## src/rtl/calc_op_sequencer_if.sv

```systemverilog
// ALU handshake bundle between the operation sequencer (master) and the ALU (slave).
interface calc_op_sequencer_if;
    logic        alu_start;
    logic [1:0]  alu_op;
    logic        alu_done;
    logic [13:0] alu_result;

    modport master (
        output alu_start,
        output alu_op,
        input  alu_done,
        input  alu_result
    );

    modport slave (
        input  alu_start,
        input  alu_op,
        output alu_done,
        output alu_result
    );
endinterface

```

## src/rtl/calc_op_sequencer.sv

```systemverilog
// Button-driven operand entry and ALU operation sequencer with done-timeout.
// Optional macro CALC_DIV0_TRAP_EN: divide with n2==0 is trapped locally (err, result=3FFF) instead of issued.
module calc_op_sequencer #(
    parameter int MAX_OPERAND = 99,
    parameter int ALU_TIMEOUT = 16
) (
    input  logic                clk,
    input  logic                rst,
    input  logic [8:0]          B,
    calc_op_sequencer_if.master alu,
    output logic [6:0]          n1,
    output logic [6:0]          n2,
    output logic [13:0]         result,
    output logic                busy,
    output logic                err,
    output logic [1:0]          state
);
    typedef enum logic [1:0] {
        ST_INPUT = 2'b00,
        ST_ISSUE = 2'b01,
        ST_WAIT  = 2'b10,
        ST_SHOW  = 2'b11
    } state_t;

    localparam int               CNT_W       = $clog2(ALU_TIMEOUT + 1);
    localparam logic [CNT_W-1:0] CNT_LAST    = CNT_W'(ALU_TIMEOUT - 1);
    localparam logic [6:0]       OPERAND_MAX = 7'(MAX_OPERAND);
    localparam logic [13:0]      DIV0_RESULT = 14'h3FFF;

    state_t           state_reg;
    logic [8:0]       b_prev_reg;
    logic [8:0]       btn_event;
    logic [6:0]       n1_reg;
    logic [6:0]       n2_reg;
    logic [6:0]       n1_next;
    logic [6:0]       n2_next;
    logic [13:0]      result_reg;
    logic [1:0]       alu_op_reg;
    logic [1:0]       op_sel;
    logic             alu_start_reg;
    logic             busy_reg;
    logic             err_reg;
    logic [CNT_W-1:0] cnt_reg;
    logic             op_hit;
    logic             op_accept;
    logic             div0_trap;

    genvar gi;
    generate
        for (gi = 0; gi < 9; gi++) begin : g_edge
            assign btn_event[gi] = B[gi] & ~b_prev_reg[gi];
        end
    endgenerate

    // Saturating +/-1; simultaneous up and down leave the operand unchanged.
    function automatic logic [6:0] step_operand(input logic [6:0] v, input logic up, input logic down);
        logic [6:0] r;
        r = v;
        if (up && !down && (v < OPERAND_MAX)) begin
            r = v + 7'd1;
        end else if (down && !up && (v != 7'd0)) begin
            r = v - 7'd1;
        end
        return r;
    endfunction

    always_comb begin
        op_hit  = |btn_event[4:1];
        op_sel  = 2'b11;
        if (btn_event[4]) begin
            op_sel = 2'b00;
        end else if (btn_event[3]) begin
            op_sel = 2'b01;
        end else if (btn_event[2]) begin
            op_sel = 2'b10;
        end
        op_accept = op_hit && ((state_reg == ST_INPUT) || (state_reg == ST_SHOW));
        n1_next   = step_operand(n1_reg, btn_event[5], btn_event[7]);
        n2_next   = step_operand(n2_reg, btn_event[6], btn_event[8]);
    end

`ifdef CALC_DIV0_TRAP_EN
    assign div0_trap = (op_sel == 2'b11) && (n2_reg == 7'd0);
`else
    assign div0_trap = 1'b0;
`endif

    always_ff @(posedge clk or negedge rst) begin
        if (!rst) begin
            state_reg     <= ST_INPUT;
            b_prev_reg    <= '0;
            n1_reg        <= '0;
            n2_reg        <= '0;
            result_reg    <= '0;
            alu_op_reg    <= 2'b00;
            alu_start_reg <= 1'b0;
            busy_reg      <= 1'b0;
            err_reg       <= 1'b0;
            cnt_reg       <= '0;
        end else begin
            b_prev_reg    <= B;
            alu_start_reg <= 1'b0;
            if (op_accept) begin
                // An op event outranks enter and operand events in the same cycle.
                alu_op_reg <= op_sel;
                if (div0_trap) begin
                    err_reg    <= 1'b1;
                    result_reg <= DIV0_RESULT;
                    state_reg  <= ST_SHOW;
                end else begin
                    err_reg       <= 1'b0;
                    alu_start_reg <= 1'b1;
                    busy_reg      <= 1'b1;
                    state_reg     <= ST_ISSUE;
                end
            end else begin
                case (state_reg)
                    ST_INPUT: begin
                        if (btn_event[0]) begin
                            n1_reg <= '0;
                            n2_reg <= '0;
                        end else begin
                            n1_reg <= n1_next;
                            n2_reg <= n2_next;
                        end
                    end
                    ST_ISSUE: begin
                        cnt_reg   <= '0;
                        state_reg <= ST_WAIT;
                    end
                    ST_WAIT: begin
                        // A done arriving on the last permitted cycle still wins over the timeout.
                        if (alu.alu_done) begin
                            result_reg <= alu.alu_result;
                            busy_reg   <= 1'b0;
                            state_reg  <= ST_SHOW;
                        end else if (cnt_reg == CNT_LAST) begin
                            err_reg    <= 1'b1;
                            result_reg <= '0;
                            busy_reg   <= 1'b0;
                            state_reg  <= ST_SHOW;
                        end else begin
                            cnt_reg <= cnt_reg + CNT_W'(1);
                        end
                    end
                    ST_SHOW: begin
                        if (btn_event[0]) begin
                            state_reg <= ST_INPUT;
                        end
                    end
                    default: begin
                        state_reg <= ST_INPUT;
                    end
                endcase
            end
        end
    end

    assign alu.alu_start = alu_start_reg;
    assign alu.alu_op    = alu_op_reg;
    assign n1            = n1_reg;
    assign n2            = n2_reg;
    assign result        = result_reg;
    assign busy          = busy_reg;
    assign err           = err_reg;
    assign state         = state_reg;
endmodule

```

## src/flat_wrapper.sv

```systemverilog
// flat-port wrapper written by rule: the top's interface ports become plain ports
module calc_op_sequencer_flat 
#(
    parameter int MAX_OPERAND = 99,
    parameter int ALU_TIMEOUT = 16
)
  (clk, rst, B, n1, n2, result, busy, err, state, alu_alu_start, alu_alu_op, alu_alu_done, alu_alu_result);
  calc_op_sequencer_if alu_i ();
  input  logic clk;
  input  logic rst;
  input  logic [8:0] B;
  output logic [6:0] n1;
  output logic [6:0] n2;
  output logic [13:0] result;
  output logic busy;
  output logic err;
  output logic [1:0] state;
  output wire logic [$bits(alu_i.alu_start)-1:0] alu_alu_start;
  output wire logic [$bits(alu_i.alu_op)-1:0] alu_alu_op;
  input wire logic [$bits(alu_i.alu_done)-1:0] alu_alu_done;
  input wire logic [$bits(alu_i.alu_result)-1:0] alu_alu_result;
  assign alu_alu_start = alu_i.alu_start;
  assign alu_alu_op = alu_i.alu_op;
  assign alu_i.alu_done = alu_alu_done;
  assign alu_i.alu_result = alu_alu_result;
  calc_op_sequencer #(.MAX_OPERAND(MAX_OPERAND), .ALU_TIMEOUT(ALU_TIMEOUT)) u_core (.clk(clk), .rst(rst), .B(B), .alu(alu_i), .n1(n1), .n2(n2), .result(result), .busy(busy), .err(err), .state(state));
endmodule
```

## config.mk

```make
export PLATFORM = sky130hd
export DESIGN_NAME = calc_op_sequencer_flat
export DESIGN_NICKNAME = d
export VERILOG_FILES = /design/src/rtl/calc_op_sequencer_if.sv /design/src/rtl/calc_op_sequencer.sv /design/src/flat_wrapper.sv
export SDC_FILE = /design/constraint.sdc
export NUM_CORES = 1
export LEC_CHECK = 0
export CAP_MARGIN = 20
export CORE_ASPECT_RATIO = 0.6
export CORE_MARGIN = 2
export CORE_UTILIZATION = 30
export CTS_BUF_LIST = sky130_fd_sc_hd__clkbuf_8
export CTS_CLUSTER_SIZE = 16
export DETAILED_ROUTE_END_ITERATION = 8
export HOLD_SLACK_MARGIN = 0.02
export SLEW_MARGIN = 20
export SYNTH_ARGS = -nofsm -noshare
export SYNTH_HDL_FRONTEND = slang
export SYNTH_SLANG_ARGS = --single-unit
```

## constraint.sdc

```tcl
create_clock -name clk -period 2.75 [get_ports clk]
set_input_delay 0.55 -clock clk [delete_from_list [all_inputs] [get_ports clk]]
set_output_delay 0.55 -clock clk [all_outputs]
set_load 0.01 [all_outputs]
```

Figure 1. Zoomed window.
Region (68, 26) to (118, 76) um. Cells in gray, sequential cells in the stronger gray; small squares are vias.
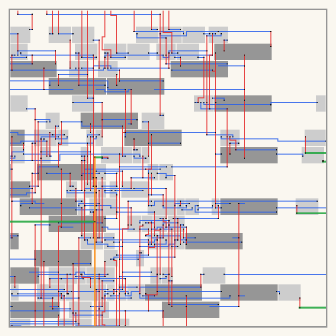
legend:
  met2:
    color: red
  met3:
    color: green
  met1:
    color: blue
  met4:
    color: orange
most frequent: dfrtp_1 (20), clkdlybuf4s50_1 (18), a22o_1 (7)
cells with their middle in the window: 95
sequential cells in the window: 20
netlist names of flops here include: u_core.result (7), u_core.cnt_reg (5), u_core.n2 (2)

Figure 2. The metal 3 layer.
Scale: 4 px per um.
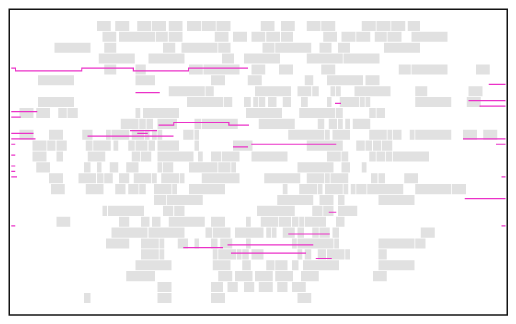
wire length on this layer: 278 um
main direction: horizontal
nets with wire on the layer: 28
longest straight run: 21.2 um
total number of vias: 1999
total length of routed wires: 6070 um
global-route met3 utilization: 0.0337

Figure 3. Clock routing.
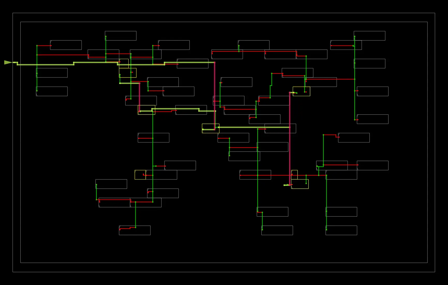
Num Clock Sinks: 49
num sequential: 49

Figure 4. Placed cells, one color a class.
Scale: 6 px per um.
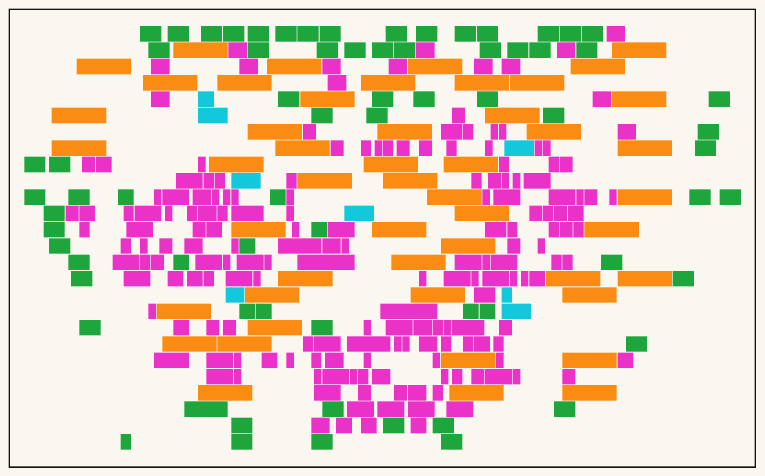
legend:
  flops:
    color: orange
    cells: 49
    share_of_their_area: 37%
  all other logic:
    color: magenta
    cells: 179
    share_of_their_area: 40%
  other buffers and delay cells:
    color: green
    cells: 70
    share_of_their_area: 21%
  clock drivers and dummy loads:
    color: cyan
    cells: 8
    share_of_their_area: 2.7%
sequential portion of the cell area: 0.354
area of the core: 8460 um2
std cell rows: 26

where the power goes:
part / leakage [nW] / switching [mW] / internal, mW / total, mW
clock network: 0.0445 / 0.253 / 0.181 / 0.434
registers: 0.614 / 0.227 / 0.954 / 1.18
logic: 0.847 / 0.930 / 0.978 / 1.91
layer usage:
layer  part of all wire  GRT usage  wire length (um)
met1               0.53      0.218              3230
met2               0.41      0.186              2500
met3              0.046     0.0337               277
met4             0.0091     0.0270                55
met5                  0          0                 0
layout make-up:
type                    count  area [um2]
well taps                 112         140
clock buffers               5        68.8
fillers                   841        5000
flip-flops and latches     49        1230
clock inverters             3        21.3
inverters                  13        48.8
multi-input cells         166        1270
repair buffers             70         683
==> notes.md <==
Notes on the flow run.

- The total count of max-transition violations in the final report is 0, for reference.
- Once detail routing completed, the nets flagged for antenna violations numbered 0.
- The mean post-synth cell area is 11.0 um2, for reference.
- The power density normalized to cell area is 1020 nW/um2, for reference.
- In the final layout, the share of cells above drive strength 1 is 0.114.
- The report shows a maximum critical-path fanout of 7.
- According to the timing report, the critical path is captured at u_core.n1[6]$_DFFE_PN0P_.
- Counting both buffers and inverters, the worst setup path holds a total of 0.
- Entering global routing, the biggest net connects 28 pins.
- RePlAce ended its routability-driven mode at a weighted congestion of 0.899.
- Of the total synthesized cell area, the portion taken by AND-OR and OR-AND cells is 0.228.
- The classification of the worst-slack hold path is primary input to asynchronous set/reset pin, for reference.
- The first element of the critical path is u_core.n1[2]$_DFFE_PN0P_, for reference.
- The half-perimeter wire length after placement is 4710 um, for reference.
- The number of antenna violations at the first check in global routing is 0, for reference.
- The startpoint of the most critical register-to-register path is u_core.n1[2]$_DFFE_PN0P_, for reference.
- The final design area excluding fillers is 3460 um2, for reference.
- The required time of the critical path is 2980 ps, for reference.
- The number of cells on the critical path is 8, for reference.
- Yosys attributes the largest share of cell area to sky130_fd_sc_hd__dfrtp_1 (47%), sky130_fd_sc_hd__ha_1 (9.2%), sky130_fd_sc_hd__a22o_1 (4.7%).
- The delay of the slowest cell on the worst path is 470 ps, for reference.
- The count of warning messages emitted by the tools is 32, for reference.
- The root buffer cell is sky130_fd_sc_hd__clkbuf_8, for reference.
- The endpoint arrival time on the critical path is 2730 ps, for reference.
- Across all register-to-register paths, the minimum setup slack is 260 ps.
- The worst VDD IR drop from the latest analysis is 346 uV.
- The total of max-cap violations is 0, for reference.
- Per the post-synthesis report, the number of cells in the design is 236.
- Counting along the longest clock path gives a buffer depth of 2.
- The number of resized instances in the post-cts repair step is 0, for reference.
- The antenna diode count is 0, for reference.
- The share of the core area taken by cells at floorplan is 0.307.
- Per the post-synthesis report, the nets total 283.
- The slowest cell on the critical path is sky130_fd_sc_hd__dfrtp_1, for reference.
- The clock transition at the registers of the reported paths is 100 ps, for reference.
- Measured against the total synthesized area, the mux share comes to 0.00386.
- The first-pass iteration count of the detailed router is 4, for reference.
- The number of cell instances on the worst register-to-register path is 8, for reference.
- Post-synthesis, Yosys gives the total cell area as 2600 um2.
- Ranking logic cells in the layout by count gives the top entries sky130_fd_sc_hd__clkdlybuf4s50_1 (59), sky130_fd_sc_hd__dfrtp_1 (49), sky130_fd_sc_hd__nand2_1 (27), sky130_fd_sc_hd__ha_1 (19), sky130_fd_sc_hd__a22o_1 (14).
- The final total power is 3.52 mW, for reference.
- The cell type with the highest aggregate area in the netlist is sky130_fd_sc_hd__dfrtp_1, for reference.
- The number of library cell types mapped by synthesis is 43, for reference.
- The cell area reported after detailed placement is 3370 um2, for reference.
- The static leakage is 1.51 nW, for reference.
- The number of H-tree levels is 2, for reference.
- The total global-route track usage is 0.137, for reference.
- For reference, the final report shows the hold violation count at 0.
- The count of warnings emitted by yosys is 0, for reference.
- The post-synthesis share of cell area spent on xor and xnor gates is 0.0270, for reference.
- The clock reaches the later pin of the worst-skew pair after 310 ps.
- The pre-CTS setup slack is -48.7 ps, for reference.
- TritonRoute output was used to compute an average wire per cell of 14.5 um.
- After layout, the setup clock skew is reported as 10.7 ps.
- The violation tally from detailed-route iteration zero is 50, for reference.
- Of the post-synthesis cell area, the dominant cell type holds 0.472.
- The signed area change from the synthesized netlist to the final layout is 33.3%, for reference.
- In the post-synthesis netlist, the cell with the most instances is sky130_fd_sc_hd__dfrtp_1.
- The critical path is of the flip-flop to flip-flop type.
- The run finished with clean final reports.
- The worst setup path is captured at a flip-flop.
- The share of the clock period used by the worst path is 0.907, for reference.
- The wire length of the first global-routing pass is 10200 um, for reference.
- Per the OpenROAD floorplan log, the area of the die is 9440 um2.
- After synthesis the cells add up to 2600 um2.
- The clock period minus worst slack is 2490 ps, for reference.
- The worst-case headroom to the max-slew limit is 0.600, for reference.
- Once layout is complete, the cells apart from fillers number 418.
- Based on the critical path, the design can be clocked at up to 401 MHz.
- Counting the buffers created by CTS gives 5.
- The number of setup buffers added after CTS is 0, for reference.
- The number of primary I/O pins is 61, for reference.
- The worst-margin pin slew is 598 ps, for reference.
- Setup repair after global routing left no endpoint under its margin.
- Per the OpenROAD floorplan log, the height of the die is 76.1 um.
- Walking the worst path, the cells encountered are a2111oi_2, o211ai_2, ha_1, nor2b_1, o31ai_1, a21oi_1, xor2_1, o21ai_1.
- The routed layout reports a DRC error count of 0.
- The synthesis-stage register bit count is 49, for reference.
- In this run, the synthesized area fraction spent on adder and majority cells is recorded as 0.107.
- The post-CTS hold buffer count recorded in the log is 0.
- The number of cell instances after yosys synthesis is 236, for reference.
- The area share of and/or/nand/nor cells after synthesis is 0.124, for reference.
- The worst register-to-register path ends at u_core.n1[6]$_DFFE_PN0P_.
- The aggregate negative setup slack is 0 ps, for reference.
- The kind of launch point of the worst setup path is a flip-flop, for reference.
Power and IR drop assume default switching activity.
